--- src/rtl/tx_seq_pkg.sv ---
// Shared types and step arithmetic for the transmit modulation sequencer.
// Both the FSM top and the ramp stepper use these definitions.
package tx_seq_pkg;

    localparam int CTRL_W_DEF = 4;
    localparam int MOD_W_DEF  = 12;

    typedef enum logic [2:0] {
        ST_IDLE      = 3'd0,
        ST_RAMP_DOWN = 3'd1,
        ST_SWITCH    = 3'd2,
        ST_SETTLE    = 3'd3,
        ST_RAMP_UP   = 3'd4
    } state_t;

    // Difference is taken at 32 bits, wider than MOD_W+1, so full-scale jumps cannot wrap.
    function automatic int step_toward(input int mod, input int target, input int step);
        int diff;
        diff = target - mod;
        if (diff > step)
            return mod + step;
        else if (diff < -step)
            return mod - step;
        else
            return target;
    endfunction

endpackage

--- src/rtl/tx_mod_sequencer_ramp_stepper.sv ---
// Prescaled ramp register: moves mod toward target by at most STEP once every RAMP_DIV cycles.
// A clear restarts the prescaler so the first step lands RAMP_DIV cycles later.
module ramp_stepper
    import tx_seq_pkg::*;
#(
    parameter int MOD_W    = MOD_W_DEF,
    parameter int STEP     = 64,
    parameter int RAMP_DIV = 4
) (
    input  logic                    clock,
    input  logic                    reset,
    input  logic                    enable,
    input  logic                    clear,
    input  logic signed [MOD_W-1:0] target,
    output logic signed [MOD_W-1:0] mod,
    output logic                    at_target
);

    localparam int PW = (RAMP_DIV > 1) ? $clog2(RAMP_DIV) : 1;

    logic [PW-1:0]            presc;
    logic                     ramp_tick;
    logic signed [MOD_W-1:0]  next_mod;

    always_comb begin
        ramp_tick = enable && (presc == PW'(RAMP_DIV - 1));
        next_mod  = MOD_W'(step_toward(int'(mod), int'(target), STEP));
        at_target = (mod == target);
    end

    always_ff @(posedge clock or posedge reset) begin
        if (reset) begin
            presc <= '0;
            mod   <= '0;
        end else if (clear) begin
            presc <= '0;
        end else if (ramp_tick) begin
            presc <= '0;
            mod   <= next_mod;
        end else if (enable) begin
            presc <= presc + 1'b1;
        end
    end

endmodule

--- src/rtl/tx_mod_sequencer.sv ---
// Sequences TX core control word and modulation value: ramp mod to 0, switch ctrl,
// settle, then ramp up to the requested target. Abort ramps to 0 and returns idle.
module tx_mod_sequencer
    import tx_seq_pkg::*;
#(
    parameter int CTRL_W        = CTRL_W_DEF,
    parameter int MOD_W         = MOD_W_DEF,
    parameter int STEP          = 64,
    parameter int RAMP_DIV      = 4,
    parameter int SETTLE_CYCLES = 16
) (
    input  logic                    clock,
    input  logic                    reset,
    input  logic                    io_req_valid,
    output logic                    io_req_ready,
    input  logic [CTRL_W-1:0]       io_req_ctrl,
    input  logic signed [MOD_W-1:0] io_req_mod,
    input  logic                    io_abort,
    output logic [CTRL_W-1:0]       io_ctrl,
    output logic signed [MOD_W-1:0] io_mod_value,
    output logic                    io_busy,
    output logic                    io_done
);

    localparam int SW = (SETTLE_CYCLES > 1) ? $clog2(SETTLE_CYCLES) : 1;

    state_t                  state;
    state_t                  state_nxt;
    logic [CTRL_W-1:0]       tgt_ctrl;
    logic signed [MOD_W-1:0] tgt_mod;
    logic                    aborting;
    logic [SW-1:0]           settle_cnt;

    logic                    accept;
    logic                    abort_hit;
    logic                    ramp_clear;
    logic                    ramp_enable;
    logic                    load_ctrl;
    logic                    finish;
    logic                    at_target;
    logic signed [MOD_W-1:0] ramp_target;

    always_comb begin
        io_req_ready = (state == ST_IDLE) && !io_abort;
        io_busy      = (state != ST_IDLE);
        accept       = io_req_valid && io_req_ready;
        abort_hit    = io_abort && (state != ST_IDLE);
        ramp_enable  = (state == ST_RAMP_DOWN) || (state == ST_RAMP_UP);
        ramp_target  = (state == ST_RAMP_UP) ? tgt_mod : '0;
    end

    always_comb begin
        state_nxt  = state;
        ramp_clear = 1'b0;
        load_ctrl  = 1'b0;
        finish     = 1'b0;
        case (state)
            ST_IDLE: begin
                if (accept) begin
                    state_nxt  = (io_req_ctrl == io_ctrl) ? ST_RAMP_UP : ST_RAMP_DOWN;
                    ramp_clear = 1'b1;
                end
            end
            ST_RAMP_DOWN: begin
                if (at_target)
                    state_nxt = aborting ? ST_IDLE : ST_SWITCH;
            end
            ST_SWITCH: begin
                state_nxt = ST_SETTLE;
                load_ctrl = 1'b1;
            end
            ST_SETTLE: begin
                if (settle_cnt == SW'(SETTLE_CYCLES - 1)) begin
                    state_nxt  = ST_RAMP_UP;
                    ramp_clear = 1'b1;
                end
            end
            ST_RAMP_UP: begin
                if (at_target) begin
                    state_nxt = ST_IDLE;
                    finish    = 1'b1;
                end
            end
            default: state_nxt = ST_IDLE;
        endcase
        // Abort overrides every transition, including a pending ctrl load in SWITCH.
        if (abort_hit) begin
            state_nxt  = ST_RAMP_DOWN;
            ramp_clear = 1'b1;
            load_ctrl  = 1'b0;
            finish     = 1'b0;
        end
    end

    always_ff @(posedge clock or posedge reset) begin
        if (reset) begin
            state      <= ST_IDLE;
            io_ctrl    <= '0;
            io_done    <= 1'b0;
            tgt_ctrl   <= '0;
            tgt_mod    <= '0;
            aborting   <= 1'b0;
            settle_cnt <= '0;
        end else begin
            state   <= state_nxt;
            io_done <= finish;
            if (load_ctrl)
                io_ctrl <= tgt_ctrl;
            if (accept) begin
                tgt_ctrl <= io_req_ctrl;
                tgt_mod  <= io_req_mod;
                aborting <= 1'b0;
            end else if (abort_hit) begin
                tgt_ctrl <= io_ctrl;
                tgt_mod  <= '0;
                aborting <= 1'b1;
            end
            if (state == ST_SETTLE && !abort_hit)
                settle_cnt <= settle_cnt + 1'b1;
            else
                settle_cnt <= '0;
        end
    end

    ramp_stepper #(
        .MOD_W    (MOD_W),
        .STEP     (STEP),
        .RAMP_DIV (RAMP_DIV)
    ) u_ramp (
        .clock     (clock),
        .reset     (reset),
        .enable    (ramp_enable),
        .clear     (ramp_clear),
        .target    (ramp_target),
        .mod       (io_mod_value),
        .at_target (at_target)
    );

endmodule

--- config.mk ---
export PLATFORM = sky130hd
export DESIGN_NAME = tx_mod_sequencer
export DESIGN_NICKNAME = d
export VERILOG_FILES = /design/src/rtl/tx_seq_pkg.sv /design/src/rtl/tx_mod_sequencer_ramp_stepper.sv /design/src/rtl/tx_mod_sequencer.sv
export SDC_FILE = /design/constraint.sdc
export NUM_CORES = 1
export LEC_CHECK = 0
export CAP_MARGIN = 20
export CELL_PAD_IN_SITES_DETAIL_PLACEMENT = 0
export CELL_PAD_IN_SITES_GLOBAL_PLACEMENT = 1
export CORE_MARGIN = 2
export CORE_UTILIZATION = 43
export DETAILED_ROUTE_END_ITERATION = 16
export GPL_TIMING_DRIVEN = 0
export PLACE_DENSITY_LB_ADDON = 0.1
export RECOVER_POWER = 100
export SLEW_MARGIN = 0
export SYNTH_ARGS = -nofsm -noshare
export SYNTH_HDL_FRONTEND = slang
export SYNTH_HIERARCHICAL = 1
export SYNTH_SLANG_ARGS = --single-unit
--- constraint.sdc ---
create_clock -name clock -period 4.55 [get_ports clock]
set_input_delay 0.91 -clock clock [delete_from_list [all_inputs] [get_ports clock]]
set_output_delay 0.91 -clock clock [all_outputs]
set_load 0.005 [all_outputs]
**Run 1: supply network**

Pins as bars on the die edge. Tap cells in gray.
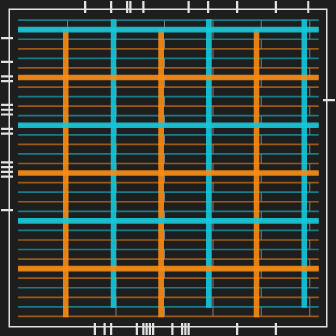
net	color
VSS	orange
VDD	cyan
met5 straps	6
rows	31
peak supply drop: 0.1511 mV
die width: 89.92 um

**Run 1: placement by cell class**

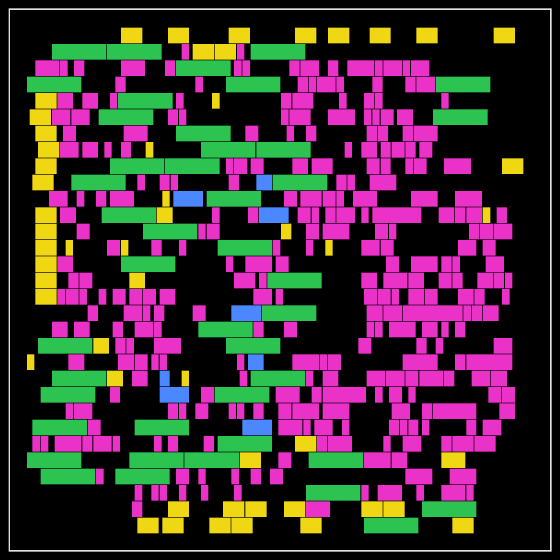
class	color	cells	share of their area
remaining buffers and delay cells	yellow	52	13%
remaining logic cells	magenta	295	55%
sequential cells	green	43	30%
clock drivers and dummy loads	blue	8	2.5%
flop share of the area: 29.12%
post-layout instance area: 3695 sq um
post-layout util: 51.21%
core area: 7214 sq um
num rows: 31

**Run 1: routed clock nets over the placement**

Scale bar: 20 um.
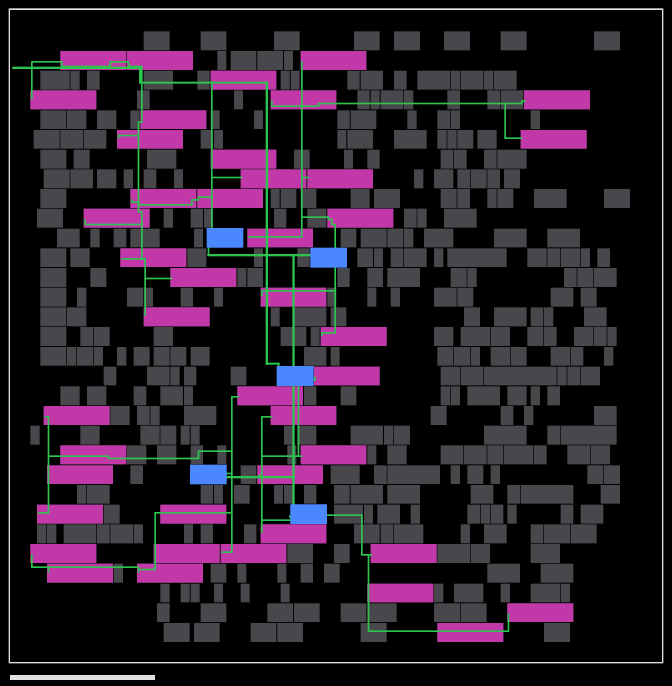
[clock-net drivers] blue | count: 5
[clock wires] green | length: 572 um
[flip-flops] magenta | count: 43
routed clock nets	6

==> ci_impl_report.md, run 1 <==
### Metrics collected by this job

| Metric | Value |
|---|---|
| Status | finished, final reports clean |
| Reg2reg start | state[1] |
| Hold path depth | 1 |
| Post-CTS resize count | 0 |
| Clk pwr | 0.243 mW |
| Layout area overhead | 16.40% |
| Leading register cell type out of synthesis | dfrtp_1 |
| Max-slew violation count | 0 |
| Lkg Pwr | 1.726 nW |
| H-tree depth | 2 |
| Top power group | combinational cells |
| Setup TNS | 0 ns |
| Critical Path Most Common Cell | clkbuf_1 |
| Post-synthesis adder-cell area fraction | 6.937% |
| Crit. End Element | flop |
| CP Capture Point | u_ramp/mod[0] |
| Max incr delay on CP | 0.40 ns |
| DR pass1 iterations | 4 |
| Fp_density | 44.00% |
| Comb area share | 50.39% |
| Chip area | between 8000 and 9000 sq um |
| Slowest CP cell | dfrtp_1 |
| Grt met1 use | 24.81% |
| Commonest Layout Cell | dfrtp_1 |
| Register share of total power | about 36% |
| GP Congestion | 0.8972 |
| Logic family by area | simple AND/OR/NAND/NOR gates |
| Top Metal Used | met4 |
| Top Registers | tgt_mod (12), u_ramp/mod (12) |
| Comb_multi_in | 270 |
| Sinks on Clock Net | 43 |
| R2R cell count | 14 |
| Hold crit path type | flop to flop |
| Met3 wire length | 147 um |
| Antenna Cells | 0 |
| Final hold violations | 0 |
| Yosys Chip Area | 3174 sq um |
| Reg2reg setup slack | ~0.37 ns |
| Nonclk buf count | around 52 |
| Number of non-clock inverters | 25 |
| Comb pwr | approximately 0.60 mW |
| Mapped Area | 3174 sq um |
| XORs/XNORs by Area | 3.863% |
| Simple share | around a quarter |
| Met1 Wirelength | 3.483 mm |
| Internal | 0.8002 mW |
| Clk network pwr share | roughly 18% |
| TAP cells | 99 |
| Area leader share | roughly a third |
| DRC | 0 |
| Top Layout Cells | dfrtp_1, nand2_1, inv_1, nor2_1, nand3_1 |
| Clk buf depth | 2 |
| Top cells by area | dfrtp_1, ha_1, nand2_1 |
| Final setup skew | ~0.0079 ns |
| Net Sw Power | 0.5274 mW |
| GRT Resource Usage Total | between 10% and 20% |
| Inserted Clock Buffers | 5 |
| Sequential power | 0.480 mW |
| Comb area | 1862 sq um |
| Sequential share of the synthesized area | roughly a third |
| Max Cap Violations | 0 |
| Pre-CTS setup slack | ~0.37 ns |
| Initial antenna violation count | 0 |
| Post-DP HPWL | 5.715 mm |
| Startpoint types | flop |
| Hold_sp | settle_cnt[0] |
| Largest net degree at the start of global routing | 21 |
| Post-Syn Area per Cell | approximately 9 sq um |
**Run 1: signal wires by layer**

Scale bar: 20 um.
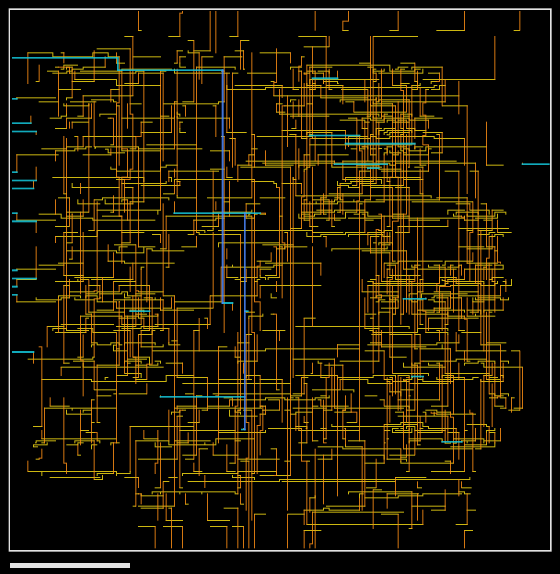

--- run 2 (diff from run 1) ---
Settings changed: CAP_MARGIN 20 to not set.
**Run 2: signal wires by layer**

Scale bar: 20 um.
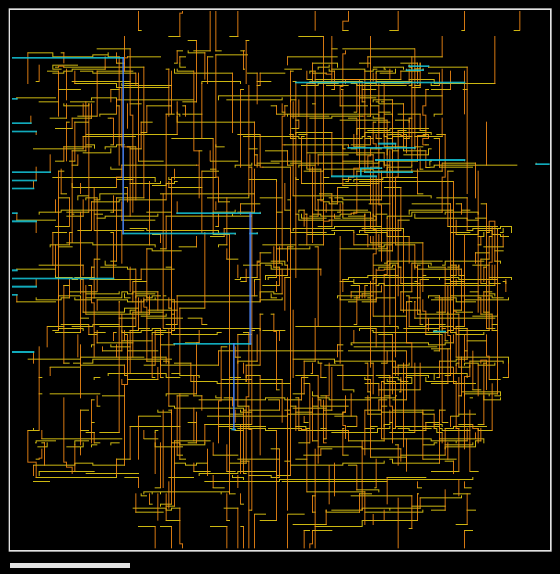
layer	color	wire length
M3	cyan	203 um
M1	yellow	3,460 um
M2	orange	3,510 um
M4	blue	65.3 um
routed wire length per instance: 14.59 um
wirelength, routed: 7.237 mm
GRT Resource Usage Total: 18.77%
DR vias: 2,673

==> ci_impl_report.md, run 2 <==
### Metrics collected by this job

| Metric | Value |
|---|---|
| Final Non-Filler Cells | 496 |
| Synth async-reset ratio | 100.0% |
| CP Capture Point | u_ramp/mod[0] |
| Sequential Area | 1076 sq um |
| Signal buffers share of area | between 10% and 20% |
| Inserted Clock Buffers | 5 |
| CTS root buffer | clkbuf_8 |
| Top Layout Cells | dfrtp_1, nand2_1, inv_1, nor2_1, nand3_1 |
| Comb area | about 1900 sq um |
| Post-route ant nets | 0 |
| Simple share | 25.90% |
| Startpoint types | flop |
| Crit. End Element | flop |
| Hold_sp | settle_cnt[0] |
| Area leader share | about a third |
| Chip area | between 8000 and 9000 sq um |
| RSZ-0062 raised after global routing | false |
| Top Metal Used | met4 |
| Num rows | 31 |
| Synth unique cells | 74 |
| Rel. slew slack | 27.51% |
| Top cells by area | dfrtp_1, ha_1, nand2_1 |
| Worst-margin pin slew | 1.086 ns |
| Comb area share | between 50% and 60% |
| Clk slew on worst S/H paths | 0.09 ns |
| DRC | 0 |
| Post-Syn Area per Cell | 9.018 sq um |
| Sinks on Clock Net | about 43 |
| OpenROAD warning count | 27 |
| CP top delay family | simple AND/OR/NAND/NOR gates |
| Post-synthesis adder-cell area fraction | 6.937% |
| H-tree depth | 2 |
| Register share of total power | 36.2% |
| Die y size | 89.92 um |
| Mapped Area | about 3200 sq um |
| Internal | 0.8001 mW |
| Reg2reg setup slack | 0.42 ns |
| Met3 wire length | 202 um |
| Max Cap Violations | 0 |
| Reg2reg start | state[1] |
| Max-slew violation count | 0 |
| Antenna Cells | 0 |
| Reg2reg end | u_ramp/mod[0] |
| Final hold violations | 0 |
| Cell taking the most area after synthesis | dfrtp_1 |
| Slowest CP cell | dfrtp_1 |
| DR pass1 iterations | 4 |
| Setup TNS | 0 ns |
| Crit path DAT | roughly 4.3 ns |
| Sequential power | between 0.4 and 0.5 mW |
| Met2 WL | 3.512 mm |
| Flops | 43 |
| Late-Pin Clk Latency | 0.29 ns |
| Largest net degree at the start of global routing | 30 |
| Pre-CTS setup slack | 0.3821 ns |
| Post-layout util | 51.16% |
| Logic family by area | simple AND/OR/NAND/NOR gates |
| Placed Area | approximately 3700 sq um |
| Peak supply drop | 0.1721 mV |
| Comb pwr | between 0.6 and 0.7 mW |
| Hold path depth | 1 |
| Die width | 89.92 um |
| GR peak layer | met2 |
| Nonclk buf count | 51 |
| Hold crit path type | flop to flop |
| Vias per cell | 5.389 |
| GP Congestion | between 0.8 and 0.9 |
| Setup Viol. Count Final | 0 |
| First-pass GRT wire length | 12.57 mm |
| Hold WS | 0.4725 ns |
| Overall power | 1.322 mW |
| Final setup skew | 0.008438 ns |
| Initial antenna violation count | 0 |
| Worst Path Buf+Inv | 3 |
| CTS tree | yes |
| Number of non-clock inverters | 25 |
| R2R cell count | 14 |
| Clk network pwr share | between 10% and 20% |
| Lkg Pwr | 1.725 nW |
| Leading register cell type out of synthesis | dfrtp_1 |
| Core area | 7214 sq um |
| Number of fill cells | 724 |
| Top power group | combinational cells |
| Fp_density | 44.00% |
| Met2 Use GR | 32.01% |
| Sequential share of the synthesized area | between 30% and 40% |
| Clk buf depth | 2 |
| Comb_multi_in | around 270 |
| Setup Fix Bufs, Post-CTS | 0 |
| Setup CP Type | flop to flop |
| Top Registers | tgt_mod (12), u_ramp/mod (12) |
| Crit-path cells | buf_4 > nor3b_2 > clkbuf_1 > and2_0 > ha_1 > clkbuf_1 > and3b_1 > a211oi_1 > o311a_4 > a21boi_1 > and4_4 > mux2i_4 > nor2_4 > mux2_2 |
| Net Sw Power | 0.5222 mW |
| Clk pwr | 0.241 mW |
| XORs/XNORs by Area | 3.863% |
| Commonest Layout Cell | dfrtp_1 |
| Largest class | combinational gates |
| Yosys Chip Area | 3174 sq um |
| Status | finished, final reports clean |
| Post-layout instance area | between 3000 and 4000 sq um |
| Yosys aoi share | 17.30% |
| Post-CTS resize count | 0 |
| Flop share of the area | 29.15% |
| Count leader, synth | dfrtp_1 |
| Final clock-cell share | about 2.4% |
| Mux share | ~5.5% |
| Layout area overhead | 16.28% |
| TAP cells | between 90 and 100 |
| Post-route setup slack | 0.4167 ns |
| Met1 Wirelength | 3.457 mm |
| Post-DP HPWL | 5.658 mm |
| Grt met3 use | about 2.4% |
| Grt met1 use | 25.51% |
| Max incr delay on CP | about 0.4 ns |
| Hold Path Sink | settle_cnt[0] |
| Critical Path Most Common Cell | clkbuf_1 |
| Proportion of layout cells with a drive suffix above 1 | between 10% and 20% |
**Run 2: placement by cell class**

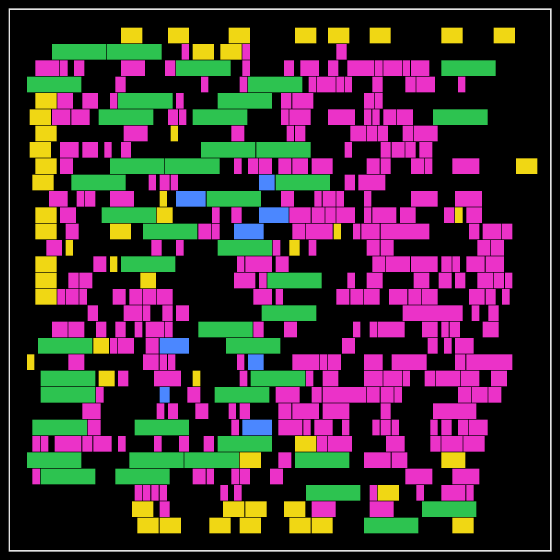

--- run 3 (diff from run 2) ---
Settings changed: CELL_PAD_IN_SITES_DETAIL_PLACEMENT 0 to not set, CELL_PAD_IN_SITES_GLOBAL_PLACEMENT 1 to not set, CORE_MARGIN 2 to not set, CORE_UTILIZATION 43 to 50, PLACE_DENSITY set to 0.73, PLACE_DENSITY_LB_ADDON 0.1 to not set, SKIP_LAST_GASP set to 1.
**Run 3: placement by cell class**

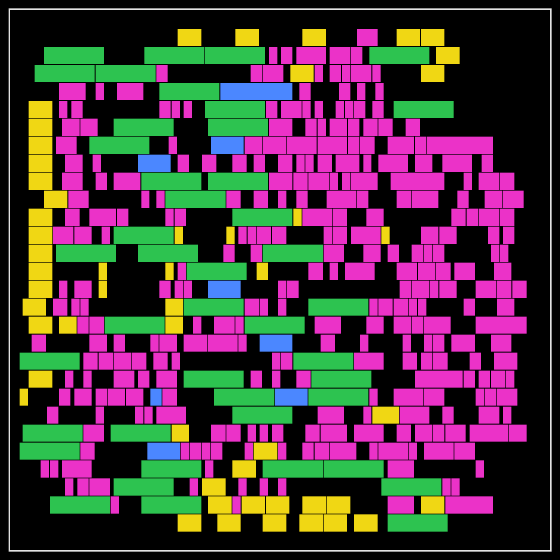
class	color	cells	share of their area
sequential cells	green	43	30%
remaining buffers and delay cells	yellow	51	12%
clock drivers and dummy loads	blue	8	3.3%
remaining logic cells	magenta	295	54%

==> ci_impl_report.md, run 3 <==
### Metrics collected by this job

| Metric | Value |
|---|---|
| Hold WS | 0.4626 ns |
| Area leader share | 33.90% |
| Sinks on Clock Net | 43 |
| Vias per cell | roughly 5.7 |
| R2R cell count | 14 |
| Cell taking the most area after synthesis | dfrtp_1 |
| XORs/XNORs by Area | 3.863% |
| Lkg Pwr | ~1.7 nW |
| Leading register cell type out of synthesis | dfrtp_1 |
| Post-layout instance area | between 3000 and 4000 sq um |
| Synth unique cells | 74 |
| Sequential power | between 0.4 and 0.5 mW |
| Slowest CP cell | dfrtp_1 |
| GP Congestion | 0.8948 |
| Final hold violations | 0 |
| Proportion of layout cells with a drive suffix above 1 | 10.83% |
| Pre-CTS setup slack | 0.4742 ns |
| Die y size | 81.68 um |
| Reg2reg setup slack | 0.42 ns |
| GR peak layer | met2 |
| First-pass GRT wire length | roughly 12 mm |
| CP Capture Point | u_ramp/mod[4] |
| Max incr delay on CP | roughly 0.4 ns |
| Largest class | combinational gates |
| Top cells by area | dfrtp_1, ha_1, nand2_1 |
| Post-route setup slack | approximately 0.42 ns |
| GRT Resource Usage Total | a little under a quarter |
| Met1 Wirelength | 3.341 mm |
| Routed wire length per instance | 15.10 um |
| Inserted Clock Buffers | 5 |
| Commonest Layout Cell | dfrtp_1 |
| Sequential Area | approximately 1100 sq um |
| OpenROAD warning count | 27 |
| Met2 Use GR | 40.25% |
| Peak supply drop | 0.2075 mV |
| CTS root buffer | clkbuf_8 |
| Clk network pwr share | 22.3% |
| Rel. slew slack | around 24% |
| Number of fill cells | 542 |
| Yosys Chip Area | 3174 sq um |
| Max-slew violation count | 0 |
| Clk pwr | 0.310 mW |
| Simple share | ~26% |
| Mapped Area | 3174 sq um |
| Final Non-Filler Cells | 472 |
| H-tree depth | 2 |
| Post-layout util | 61.19% |
| Worst-margin pin slew | 1.136 ns |
| Comb area | 1859 sq um |
| TAP cells | 75 |
| Comb pwr | between 0.6 and 0.7 mW |
| Nonclk buf count | 51 |
| Startpoint types | flop |
| Crit-path cells | buf_4 > nor3b_2 > clkbuf_1 > and2_0 > ha_1 > clkbuf_1 > and3b_1 > a211oi_1 > o311a_4 > a21boi_0 > and4_4 > mux2i_4 > nor2_4 > mux2_2 |
| Max Cap Violations | 0 |
| Hold Path Sink | settle_cnt[0] |
| DRC | 0 |
| Count leader, synth | dfrtp_1 |
| RSZ-0062 raised after global routing | false |
| Comb_multi_in | 270 |
| Status | finished, final reports clean |
| Post-Syn Area per Cell | 9.018 sq um |
| Critical Path Most Common Cell | clkbuf_1 |
| Final clock-cell share | 3.190% |
| Reg2reg start | state[1] |
| Die width | 81.68 um |
| Largest net degree at the start of global routing | 30 |
| Setup Viol. Count Final | 0 |
| Worst Path Buf+Inv | 3 |
| Num rows | 28 |
| Post-DP HPWL | 5.449 mm |
| Wirelength, routed | 7.125 mm |
| Hold_sp | settle_cnt[0] |
| Flops | around 43 |
| DR pass1 iterations | 4 |
| Sequential share of the synthesized area | 33.90% |
| Hold crit path type | flop to flop |
| Synth async-reset ratio | 100.0% |
| Initial antenna violation count | 0 |
| Grt met3 use | 2.778% |
| Antenna Cells | 0 |
| Flop share of the area | 29.18% |
| Setup Fix Bufs, Post-CTS | 0 |
| Hold path depth | 1 |
| Top Layout Cells | dfrtp_1, nand2_1, inv_1, nor2_1, nand3_1 |
| Overall power | 1.393 mW |

==> notes/layouts.md <==
Pictures saved along the way, in no particular order.

Routing congestion.
Plate I
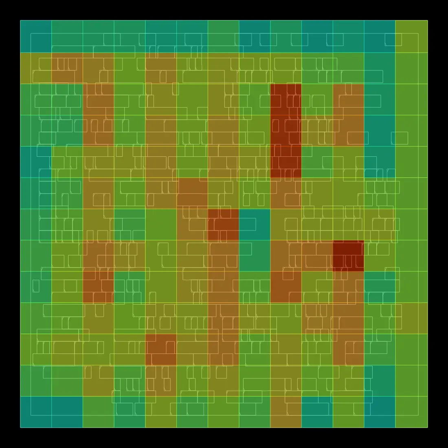
Plate II
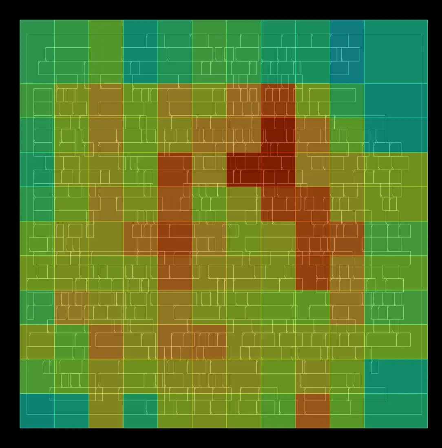
- Plate I = run 1
- Plate II = run 3
- highest utilization: Plate II
- highest track usage: Plate II

Power is estimated from default activity; no workload was simulated.
